### src/rtl/lite16_pkg.sv
// LITE-16 shared definitions: fetch FSM state encoding,
// default address/data widths and the reset program counter.
package lite16_pkg;

   localparam int ADDR_W_DEF = 16;
   localparam int DATA_W_DEF = 16;
   localparam logic [15:0] RESET_PC_DEF = 16'h0000;

   typedef enum logic [1:0] {
      FETCH = 2'd0,
      WAIT  = 2'd1,
      HOLD  = 2'd2
   } state_t;

endpackage

### src/rtl/pc_counter.sv
// Program counter register: async active-low reset, load, increment.
// Ports: clk, rst, load/target (redirect), inc, pc (current), nxt (next).
module pc_counter
   import lite16_pkg::*;
#(
   parameter int W = ADDR_W_DEF,
   parameter logic [W-1:0] INIT = '0
) (
   input  logic         clk,
   input  logic         rst,
   input  logic         load,
   input  logic         inc,
   input  logic [W-1:0] target,
   output logic [W-1:0] pc,
   output logic [W-1:0] nxt
);

   // Load has priority; increment wraps modulo 2^W.
   always_comb begin
      nxt = pc;
      if (load)
         nxt = target;
      else if (inc)
         nxt = pc + W'(1);
   end

   always_ff @(posedge clk or negedge rst) begin
      if (!rst)
         pc <= INIT;
      else
         pc <= nxt;
   end

endmodule

### src/rtl/fetch_unit.sv
// LITE-16 fetch stage: owns pc, issues memory reads, loads the IR.
// Ports: clk/rst, mem_* read handshake, stall/branch/ack, ir_*, pc.
module fetch_unit
   import lite16_pkg::*;
#(
   parameter int ADDR_W = ADDR_W_DEF,
   parameter int DATA_W = DATA_W_DEF,
   parameter logic [ADDR_W-1:0] RESET_PC = ADDR_W'(RESET_PC_DEF)
) (
   input  logic              clk,
   input  logic              rst,
   output logic              mem_req,
   output logic [ADDR_W-1:0] mem_addr,
   input  logic [DATA_W-1:0] mem_rdata,
   input  logic              mem_ready,
   input  logic              stall,
   input  logic              branch_taken,
   input  logic [ADDR_W-1:0] branch_target,
   input  logic              instr_ack,
   output logic              ir_en,
   output logic [DATA_W-1:0] ir_data,
   output logic              instr_valid,
   output logic [ADDR_W-1:0] pc
);

   state_t            state, state_n;
   logic              flush, flush_n;
   logic              req_n, en_n, valid_n;
   logic [DATA_W-1:0] data_n;
   logic [ADDR_W-1:0] addr_n, pc_nxt;
   logic              pc_load, pc_inc;

   pc_counter #(
      .W    (ADDR_W),
      .INIT (RESET_PC)
   ) u_pc (
      .clk    (clk),
      .rst    (rst),
      .load   (pc_load),
      .inc    (pc_inc),
      .target (branch_target),
      .pc     (pc),
      .nxt    (pc_nxt)
   );

   always_comb begin
      state_n = state;
      flush_n = flush;
      req_n   = mem_req;
      en_n    = 1'b0;
      data_n  = ir_data;
      valid_n = instr_valid;
      pc_load = 1'b0;
      pc_inc  = 1'b0;
      case (state)
         FETCH: begin
            if (branch_taken) begin
               pc_load = 1'b1;
            end else if (!stall) begin
               state_n = WAIT;
               req_n   = 1'b1;
            end
         end
         WAIT: begin
            if (mem_ready) begin
               req_n = 1'b0;
               if (branch_taken) begin
                  pc_load = 1'b1;
                  flush_n = 1'b0;
                  state_n = FETCH;
               end else if (flush) begin
                  flush_n = 1'b0;
                  state_n = FETCH;
               end else begin
                  data_n  = mem_rdata;
                  en_n    = 1'b1;
                  valid_n = 1'b1;
                  pc_inc  = 1'b1;
                  state_n = HOLD;
               end
            end else if (branch_taken) begin
               // Request stays outstanding; its data is dropped later.
               pc_load = 1'b1;
               flush_n = 1'b1;
            end
         end
         HOLD: begin
            if (branch_taken) begin
               pc_load = 1'b1;
               valid_n = 1'b0;
               state_n = FETCH;
            end else if (instr_ack) begin
               valid_n = 1'b0;
               state_n = FETCH;
            end
         end
         default: begin
            state_n = FETCH;
            req_n   = 1'b0;
            valid_n = 1'b0;
            flush_n = 1'b0;
         end
      endcase
   end

   // Address follows pc but is frozen while a request is in flight,
   // so a branch during WAIT never disturbs the pending read.
   always_comb begin
      addr_n = pc_nxt;
      if (state == WAIT && state_n == WAIT)
         addr_n = mem_addr;
   end

   always_ff @(posedge clk or negedge rst) begin
      if (!rst) begin
         state       <= FETCH;
         flush       <= 1'b0;
         mem_req     <= 1'b0;
         mem_addr    <= RESET_PC;
         ir_en       <= 1'b0;
         ir_data     <= '0;
         instr_valid <= 1'b0;
      end else begin
         state       <= state_n;
         flush       <= flush_n;
         mem_req     <= req_n;
         mem_addr    <= addr_n;
         ir_en       <= en_n;
         ir_data     <= data_n;
         instr_valid <= valid_n;
      end
   end

endmodule

### config.mk
export PLATFORM = sky130hd
export DESIGN_NAME = fetch_unit
export DESIGN_NICKNAME = d
export VERILOG_FILES = /design/src/rtl/lite16_pkg.sv /design/src/rtl/pc_counter.sv /design/src/rtl/fetch_unit.sv
export SDC_FILE = /design/constraint.sdc
export NUM_CORES = 1
export LEC_CHECK = 0
export CAP_MARGIN = 10
export CORE_UTILIZATION = 40
export CTS_CLUSTER_SIZE = 30
export DETAILED_ROUTE_END_ITERATION = 12
export HOLD_SLACK_MARGIN = 0.06
export PLACE_DENSITY_LB_ADDON = 0.2
export SLEW_MARGIN = 0
export SYNTH_ARGS = -nofsm -noshare
export SYNTH_HDL_FRONTEND = slang
export SYNTH_SLANG_ARGS = --single-unit
### constraint.sdc
create_clock -name clk -period 2 [get_ports clk]
set_clock_uncertainty 0.15 [all_clocks]
set_input_delay 0.4 -clock clk [delete_from_list [all_inputs] [get_ports clk]]
set_output_delay 0.4 -clock clk [all_outputs]
set_load 0.01 [all_outputs]
Run 1, cell density map:
Scale: 4 px per um. The die is cut into 8 by 8 equal tiles; white is low, dark blue is high, 0 to 100% covered.
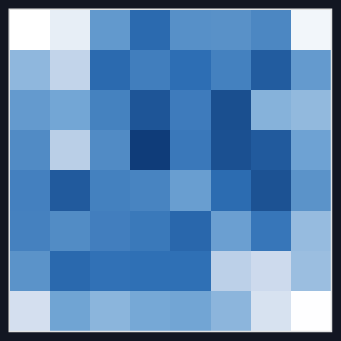
mean over tiles: 58%
tiles over 75% full: 20%
emptiest ninth of the die: lower right
nearly empty tiles: 3.1%

Run 1, clock wiring as the flow saved it:
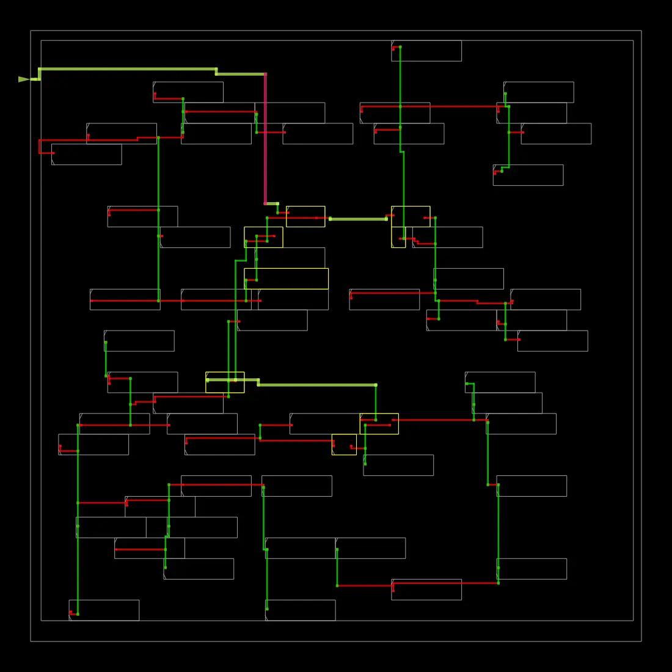
Clock net power: 0.741 mW
clock buffer count from CTS: 5
clkbuf count: 5
clock sinks: 54

Run 1, routed clock nets over the placement:
Scale: 4 px per um.
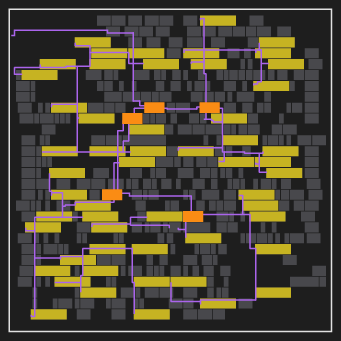
legend:
  flip-flops:
    color: yellow
    count: 54
  clock wires:
    color: purple
    length: 602 um
  clock-net drivers:
    color: orange
    count: 5
routed clock nets: 6
flops lie: spread over the die

==> results.yml, run 1 <==
# implementation run metrics
global_routing:
  grt_overflow: 0
  grt_pass1_wl_mm: 10.16
  grt_use_met2: 0.3487
cts:
  clock.latency.late_pin_ns: 0.31
  clockBufferDepth: 2
  cts_setup_buffers: 0
synth:
  synth_flop_count: 54
  ys_seq_frac: 0.5527
  synth_area_per_cell_um2: 9.367
  yosys.cell_types.count: 39
  top_cells_by_area: "dfrtp_1, nand2_1, nor2_1, mux2_2, nand3_1"
die:
  core_um2: 5921
  fp-row-count: 28
final_timing:
  slew_viol_final: 0
finish:
  seq_area_um2: 1351
  layout.cells.most_common: "clkdlybuf4s50_1"
  nFillCells: 495
  drive_above_1_share: 0.1675
  diodes: 0
power:
  p_per_area_nw_per_um2: 937.1
  peakVddDrop_v: 0.0005949
place:
  post-dp-hpwl_mm: 4.697
hold_path:
  hold_class: "flip-flop to flip-flop"
route:
  drc: 0
  ant_nets: 0
status:
  status: "complete, no violations"
setup_path:
  cp.arrival_ns: 2.06
[run 1: metrics by stage]
stage	TNS (ns)	cells	cell area, um2	setup slack [ns]
4_1_cts	0	457	3770	0.001285
5_1_grt	-0.04427	457	3796	-0.02474
6_report	0	457	3796	0.03635
2_1_floorplan	0	261	2445	0.03937
3_3_place_gp	-9.518	448	3641	-0.5140
3_5_place_dp	-11.45	448	3641	-0.6000
[run 1: cells by family after synthesis]
group,Yosys count,synth area share
and+or+nand+nor,137,0.2549
DFF,54,0.5527
muxes,7,0.03224
adders and majority gates,1,0.005117
xor gates and xnor gates,10,0.03582
AOI/OAI and AO/OA,35,0.08854
buffers and inverters,17,0.03071
[run 1: repair_timing]
item	in CTS	in global routing
resized	4	5
endpoints found under the hold margin	54	0
hold buffers	1	0
pin swaps	0	2
setup endpoints to repair	15	6
[run 1: final cells by class]
cell class                      count  area share
Tap cell                           75     0.02472
Clock buffer                        5     0.01813
Multi-Input combinational cell    190      0.2762
Timing Repair Buffer              125      0.3085
Clock inverter                      3     0.01154
Inverter                            5    0.004944
Sequential cell                    54      0.3560
[run 1: metal layers]
metal / part of all wire / vias to the layer above
li1: - / 1125
met1: 0.44 / 1075
met2: 0.48 / 74
met3: 0.067 / 6
met4: 0.0076 / 0
met5: 0 / -
[run 1: Yosys cell counts (3+ instances only)]
cell and n:
dfrtp_1 54, nor3_1 5, nor2_1 27, mux2_2 7, a21oi_1 10, a31oi_1 4
and3_1 3, clkbuf_1 8, inv_1 5, a22oi_1 3, xor2_1 6, o21ai_0 7
xnor2_1 4, o31ai_1 5, nand2_1 71, nand3_1 12
[run 1: where the power goes]
| group | internal (mW) | switching (mW) |
|---|---|---|
| combinational | 0.742 | 0.545 |
| sequential | 1.36 | 0.168 |
| clock | 0.376 | 0.365 |
[run 1: sequential cells by signal, indices dropped and copies added, names as in the netlist]
register     flops
flush            1
ir_en            1
mem_req          1
ir_data         16
state            2
instr_valid      1
mem_addr        16
u_pc.pc         16
[run 1: how the worst min path moves through the flow]
stage,start,to,slack [ns]
2_1_floorplan,rst,flush,-0.05
3_3_place_gp,rst,mem_addr[3],0.27
3_5_place_dp,rst,mem_addr[3],0.27
4_1_cts,ir_data[10],ir_data[10],0.34
5_1_grt,ir_data[1],ir_data[1],0.37
6_report,ir_data[10],ir_data[10],0.33
[run 1: worst max-delay path, cell delays in order]
cell and delay [ns]:
clkdlybuf4s50_1 0.47, and3b_2 0.22, buf_6 0.13, nand2_1 0.07, or4_1 0.42, a31oi_2 0.17
mux2_2 0.17
Run 1, signal wires on met3:
Scale: 6 px per um.
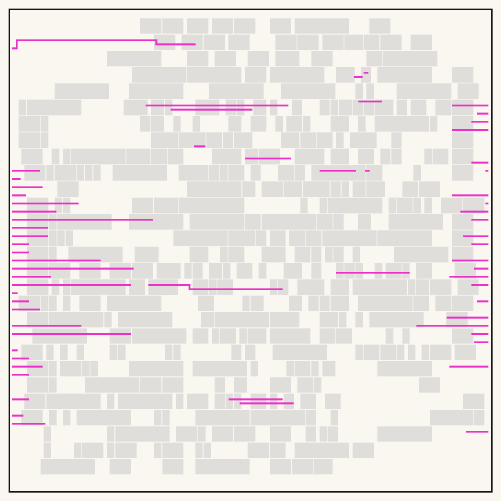

==> run 2, diff against run 1 <==
==> constraint.sdc (replaced) <==
create_clock -name clk -period 2 [get_ports clk]
set_clock_uncertainty 0.15 [all_clocks]
set_input_delay 0.4 -clock clk [delete_from_list [all_inputs] [get_ports clk]]
set_output_delay 0.4 -clock clk [all_outputs]
set_load 0.02 [all_outputs]
Run 2, signal wires on met3:
Scale: 6 px per um.
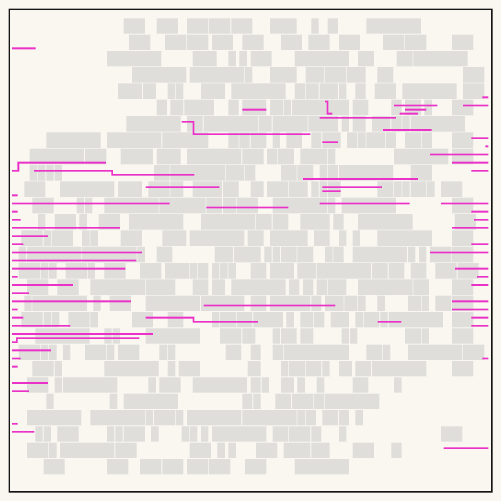
share of all routed wire: 8.4%
wire length on this layer: 541 um
main direction: horizontal
nets with wire on the layer: 63
longest straight run: 26.0 um

==> run 2 against run 1 <==
Sequential cell count unchanged. Clock power up 2%. Combinational power up 19%. Via count up 2.1%. Critical path depth down 5. Wire length up 3.0%. Critical endpoint is now pc[9]. Largest power group is now combinational cells. Highest routed layer unchanged.
==> results.yml, run 2 <==
# implementation run metrics
status:
  status: "complete, no violations"
route:
  ant_nets: 0
  route.top_layer_used: "met4"
  wl_met1_mm: 2.781
  drc: 0
  wl_met3_um: 541
  met2_length_mm: 3.123
synth:
  yosys_area_um2: 2445
  ys_seq_frac: 0.5527
  top_cells_by_area: "dfrtp_1, nand2_1, nor2_1, mux2_2, nand3_1"
  yosys.cell_types.count: 39
  synth_top_cell_by_count: "nand2_1"
  synth_flop_count: 54
  syn_inst: 261
  top_cells_by_count: "nand2_1, dfrtp_1, nor2_1"
  synth_area_per_cell_um2: 9.367
power:
  peakVddDrop_v: 0.0006312
  p_per_area_nw_per_um2: 983.7
  power_mw: 3.803
setup_path:
  path_buffers: 2
  cpLargestDelayFamily: "buffers and inverters"
  required_ns: 1.45
  cp.arrival_ns: 1.41
  max_stage_delay_ns: 0.60
  slowest_stage: "clkdlybuf4s50_1"
finish:
  final_util: 0.6530
  drive_above_1_share: 0.1823
  nFillCells: 488
  layout.cells.most_common: "clkdlybuf4s50_1"
  layout_top_cells: "clkdlybuf4s50_1, nand2_1, dfrtp_1"
  diodes: 0
  reg_top3: "ir_data (16), mem_addr (16), u_pc.pc (16)"
final_timing:
  finalSetupTns_ns: 0
  slew_viol_final: 0
die:
  fp-row-count: 28
  core_um2: 5921
hold_path:
  hold_class: "flip-flop to flip-flop"
global_routing:
  grt_max_degree: 38
  grt_overflow: 0
  grt_pass1_wl_mm: 10.25
cts:
  clockBufferDepth: 2
  cts_buffers: 5
  cts.sinks: 54
place:
  dpl_cell_area_um2: 3642
  post-dp-hpwl_mm: 4.806
==> run 2: cell counts after synthesis <==
Identical to the previous run, type by type.
==> run 2: final cells by class <==
type	count	area, um2	share of cell area
sequential	54	1353	0.3498
timing repair buffer	128	1201	0.3107
multi-input combinational	190	1087	0.2812
tap	75	93.84	0.02427
clock buffer	6	82.58	0.02136
clock inverter	1	30.03	0.007767
inverter	5	18.77	0.004854
==> run 2: worst register-to-register path, cell delays in order, from the launching register on <==
cell	delay (ns)
dfrtp_1	0.43
nor3b_4	0.25
nand4_2	0.16
or4_4	0.55
a31oi_4	0.18
mux2_4	0.16
==> run 2: metrics by stage <==
step,hold WS (ns),setup slack [ns],instances
after CTS,0.3372,0.004974,456
after detailed placement,0.2207,-0.5369,448
after floorplan,-0.04559,0.03475,261
after global routing,0.3574,-0.0006121,459
final,0.3298,0.03881,459
after global placement,0.2212,-0.5103,448
==> run 2: kinds of logic after synthesis <==
logic type,after synthesis,share of synthesized area
DFF,54,0.5527
AOI/OAI and AO/OA,35,0.08854
and+or+nand+nor,137,0.2549
buffers and inverters,17,0.03071
muxes,7,0.03224
xor gates and xnor gates,10,0.03582
adders and majority gates,1,0.005117
==> run 2: final timing paths <==
check,startpoint,endpoint,slack (ns),cells past startpoint
max,u_pc.pc[9],pc[9],0.04,2
min,mem_addr[3],mem_addr[3],0.33,2
max reg2reg,flush,mem_addr[15],0.08,5
min reg2reg,mem_addr[3],mem_addr[3],0.33,2
max in group asynchronous,rst,u_pc.pc[9],0.72,3
min in group asynchronous,rst,ir_data[11],0.42,2
==> run 2: report_power, final <==
part / internal (mW) / leakage [nW] / total [mW] / switching, mW
registers: 1.36 / 0.644 / 1.52 / 0.159
logic: 0.762 / 1.04 / 1.53 / 0.768
clock network: 0.401 / 0.0573 / 0.753 / 0.352
==> run 2: repair_timing <==
action,4_1_cts,5_1_grt
endpoints found under the hold margin,17,0
hold buffers,1,0
resized,2,17
endpoints found under the setup margin,13,15
pin swaps,1,4
buffers inserted,0,3
==> run 2: layer usage <==
metal,GRT usage,vias to the layer above
met5,0,-
met4,0.04286,0
met3,0.05682,2
met2,0.3402,89
met1,0.2732,1108
li1,-,1129
Run 2, met1 routing:
Scale: 3 px per um. Supply wires on this layer in gray.
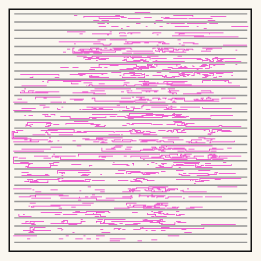

==> run 3, diff against run 2 <==
--- a/config.mk
+++ b/config.mk
@@ -5,7 +5,6 @@
 export SDC_FILE = /design/constraint.sdc
 export NUM_CORES = 1
 export LEC_CHECK = 0
-export CAP_MARGIN = 10
 export CORE_UTILIZATION = 40
 export CTS_CLUSTER_SIZE = 30
 export DETAILED_ROUTE_END_ITERATION = 12
@@ -14,4 +13,5 @@
 export SLEW_MARGIN = 0
 export SYNTH_ARGS = -nofsm -noshare
 export SYNTH_HDL_FRONTEND = slang
+export SYNTH_HIERARCHICAL = 1
 export SYNTH_SLANG_ARGS = --single-unit
Run 3, met1 routing:
Scale: 3 px per um. Supply wires on this layer in gray.
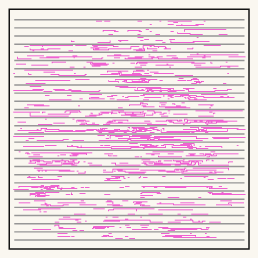
nets with wire on the layer: 302
longest straight run: 23.9 um

==> run 3 against run 2 <==
The flow now finishes with violations (negative setup slack). Non-clock buffer count is 9 lower. Sequential cell count stayed put. Sequential power hardly changed. Wire length is 9.3% lower. Via count is 18% lower. Maximum frequency is 15% lower. Combinational power hardly changed. Cell count is 17% lower. First-iteration DRC count is 47% lower. Critical endpoint is now mem_addr[13].
==> results.yml, run 3 <==
# implementation run metrics
status:
  status: "finished with violations"
  violations: "negative setup slack"
hold_path:
  hold_class: "flip-flop to flip-flop"
  holdPathStages: 1
  whs_endpoint: "mem_addr[1]"
route:
  ant_nets: 0
die:
  fp-row-count: 27
  core_um2: 5642
setup_path:
  r2r_start: "state[1]"
  slowest_stage: "dfrtp_1"
  max_stage_delay_ns: 0.38
  regToRegEndpoint: "mem_addr[13]"
  cp.arrival_ns: 2.34
  r2r_slack_ns: -0.30
  worstPathCellList: "nand2b_4 -> nor4_4 -> nand4_4 -> buf_12 -> nor4_4 -> xor2_1 -> mux2_2 -> mux2_2"
  required_ns: 2.04
cts:
  clockBufferDepth: 2
  cts.sinks: 54
synth:
  synth_area_per_cell_um2: 12.74
  synth_xor_xnor_area_share: 0.05117
  synth_flop_count: 54
  synth_top_cell_by_count: "dfrtp_1"
  synth.area.mux_share: 0.1681
  syn_inst: 188
  top_cells_by_area: "dfrtp_1, mux2_2, nand2_1, xnor2_1, nor4_2"
  yosys_area_um2: 2396
  ys_seq_frac: 0.5640
  yosys.cell_types.count: 33
final_timing:
  setup_violations: 20
  finalSetupTns_ns: -2.690
  worst_slack_ns: -0.2968
  slew_viol_final: 0
global_routing:
  grt_pass1_wl_mm: 9.632
  grt_overflow: 0
finish:
  final_util: 0.6868
  layout.cells.most_common: "clkdlybuf4s50_1"
  reg_top3: "ir_data (16), mem_addr (16), u_pc/pc (16)"
  drive_above_1_share: 0.3019
place:
  dp_slack_ns: -0.7409
run 3: worst max-delay path by stage:
| stage | end | depth (start not counted) | from |
|---|---|---|---|
| 6_report | mem_addr[13] | 8 | state[1] |
| 2_1_floorplan | mem_addr[12] | 10 | state[1] |
| 4_1_cts | mem_addr[13] | 8 | state[1] |
| 3_3_place_gp | mem_addr[15] | 9 | mem_ready |
| 3_5_place_dp | mem_addr[4] | 8 | mem_ready |
| 5_1_grt | mem_addr[13] | 8 | state[1] |
run 3: critical path: cells and delay by family (launching register included):
kind | cells | cell delay [ns]
xor+xnor | 1 | 0.10
mux | 2 | 0.54
buf+inv | 1 | 0.19
simple gates | 4 | 0.83
flops | 1 | 0.38
run 3: final cells by class:
| cell class | count | area [um2] |
|---|---|---|
| clock buffers | 6 | 72.57 |
| fillers | 419 | 1767 |
| multi-input cells | 122 | 1095 |
| inverters | 5 | 18.77 |
| repair buffers | 119 | 1210 |
| well taps | 72 | 90.09 |
| flip-flops and latches | 54 | 1351 |
| clock inverters | 2 | 37.54 |
run 3: kinds of logic (layout without fill, tap and decap cells):
| kind of cell | Yosys count | count (layout) |
|---|---|---|
| flip-flops | 54 | 54 |
| buffers and inverters | 12 | 132 |
| AND-OR/OR-AND | 22 | 22 |
| XOR/XNOR | 14 | 14 |
| AND/OR/NAND/NOR | 49 | 49 |
| multiplexers | 36 | 36 |
| adder cells (fa/ha/maj) | 1 | 1 |
run 3: what timing repair did:
item / CTS / global route
cloned: 2 / 0
pin swaps: 12 / 8
hold buffers: 1 / 0
endpoints found under the hold margin: 22 / 0
buffers inserted: 3 / 4
endpoints found under the setup margin: 49 / 47
resized: 15 / 17
run 3: stage by stage:
step	instance area (um2)	power [mW]
2_1_floorplan	2441	2.237
3_3_place_gp	3583	3.000
3_5_place_dp	3583	3.031
4_1_cts	3830	3.779
5_1_grt	3875	3.947
6_report	3875	3.755
run 3: layer usage:
layer	GRT usage	wire length, um
met4	0.04909	55
met3	0.05143	347
met2	0.3336	2922
met1	0.2647	2540
met5	0	0
run 3: where the power goes:
group	total, mW	leakage [nW]	internal [mW]	switching, mW
Sequential	1.54	0.650	1.37	0.173
Combinational	1.50	1.01	0.809	0.689
Clock	0.719	0.0514	0.374	0.345
Total	3.76	1.71	2.55	1.21
No activity file was given, so power comes from the tool's default toggle rates.
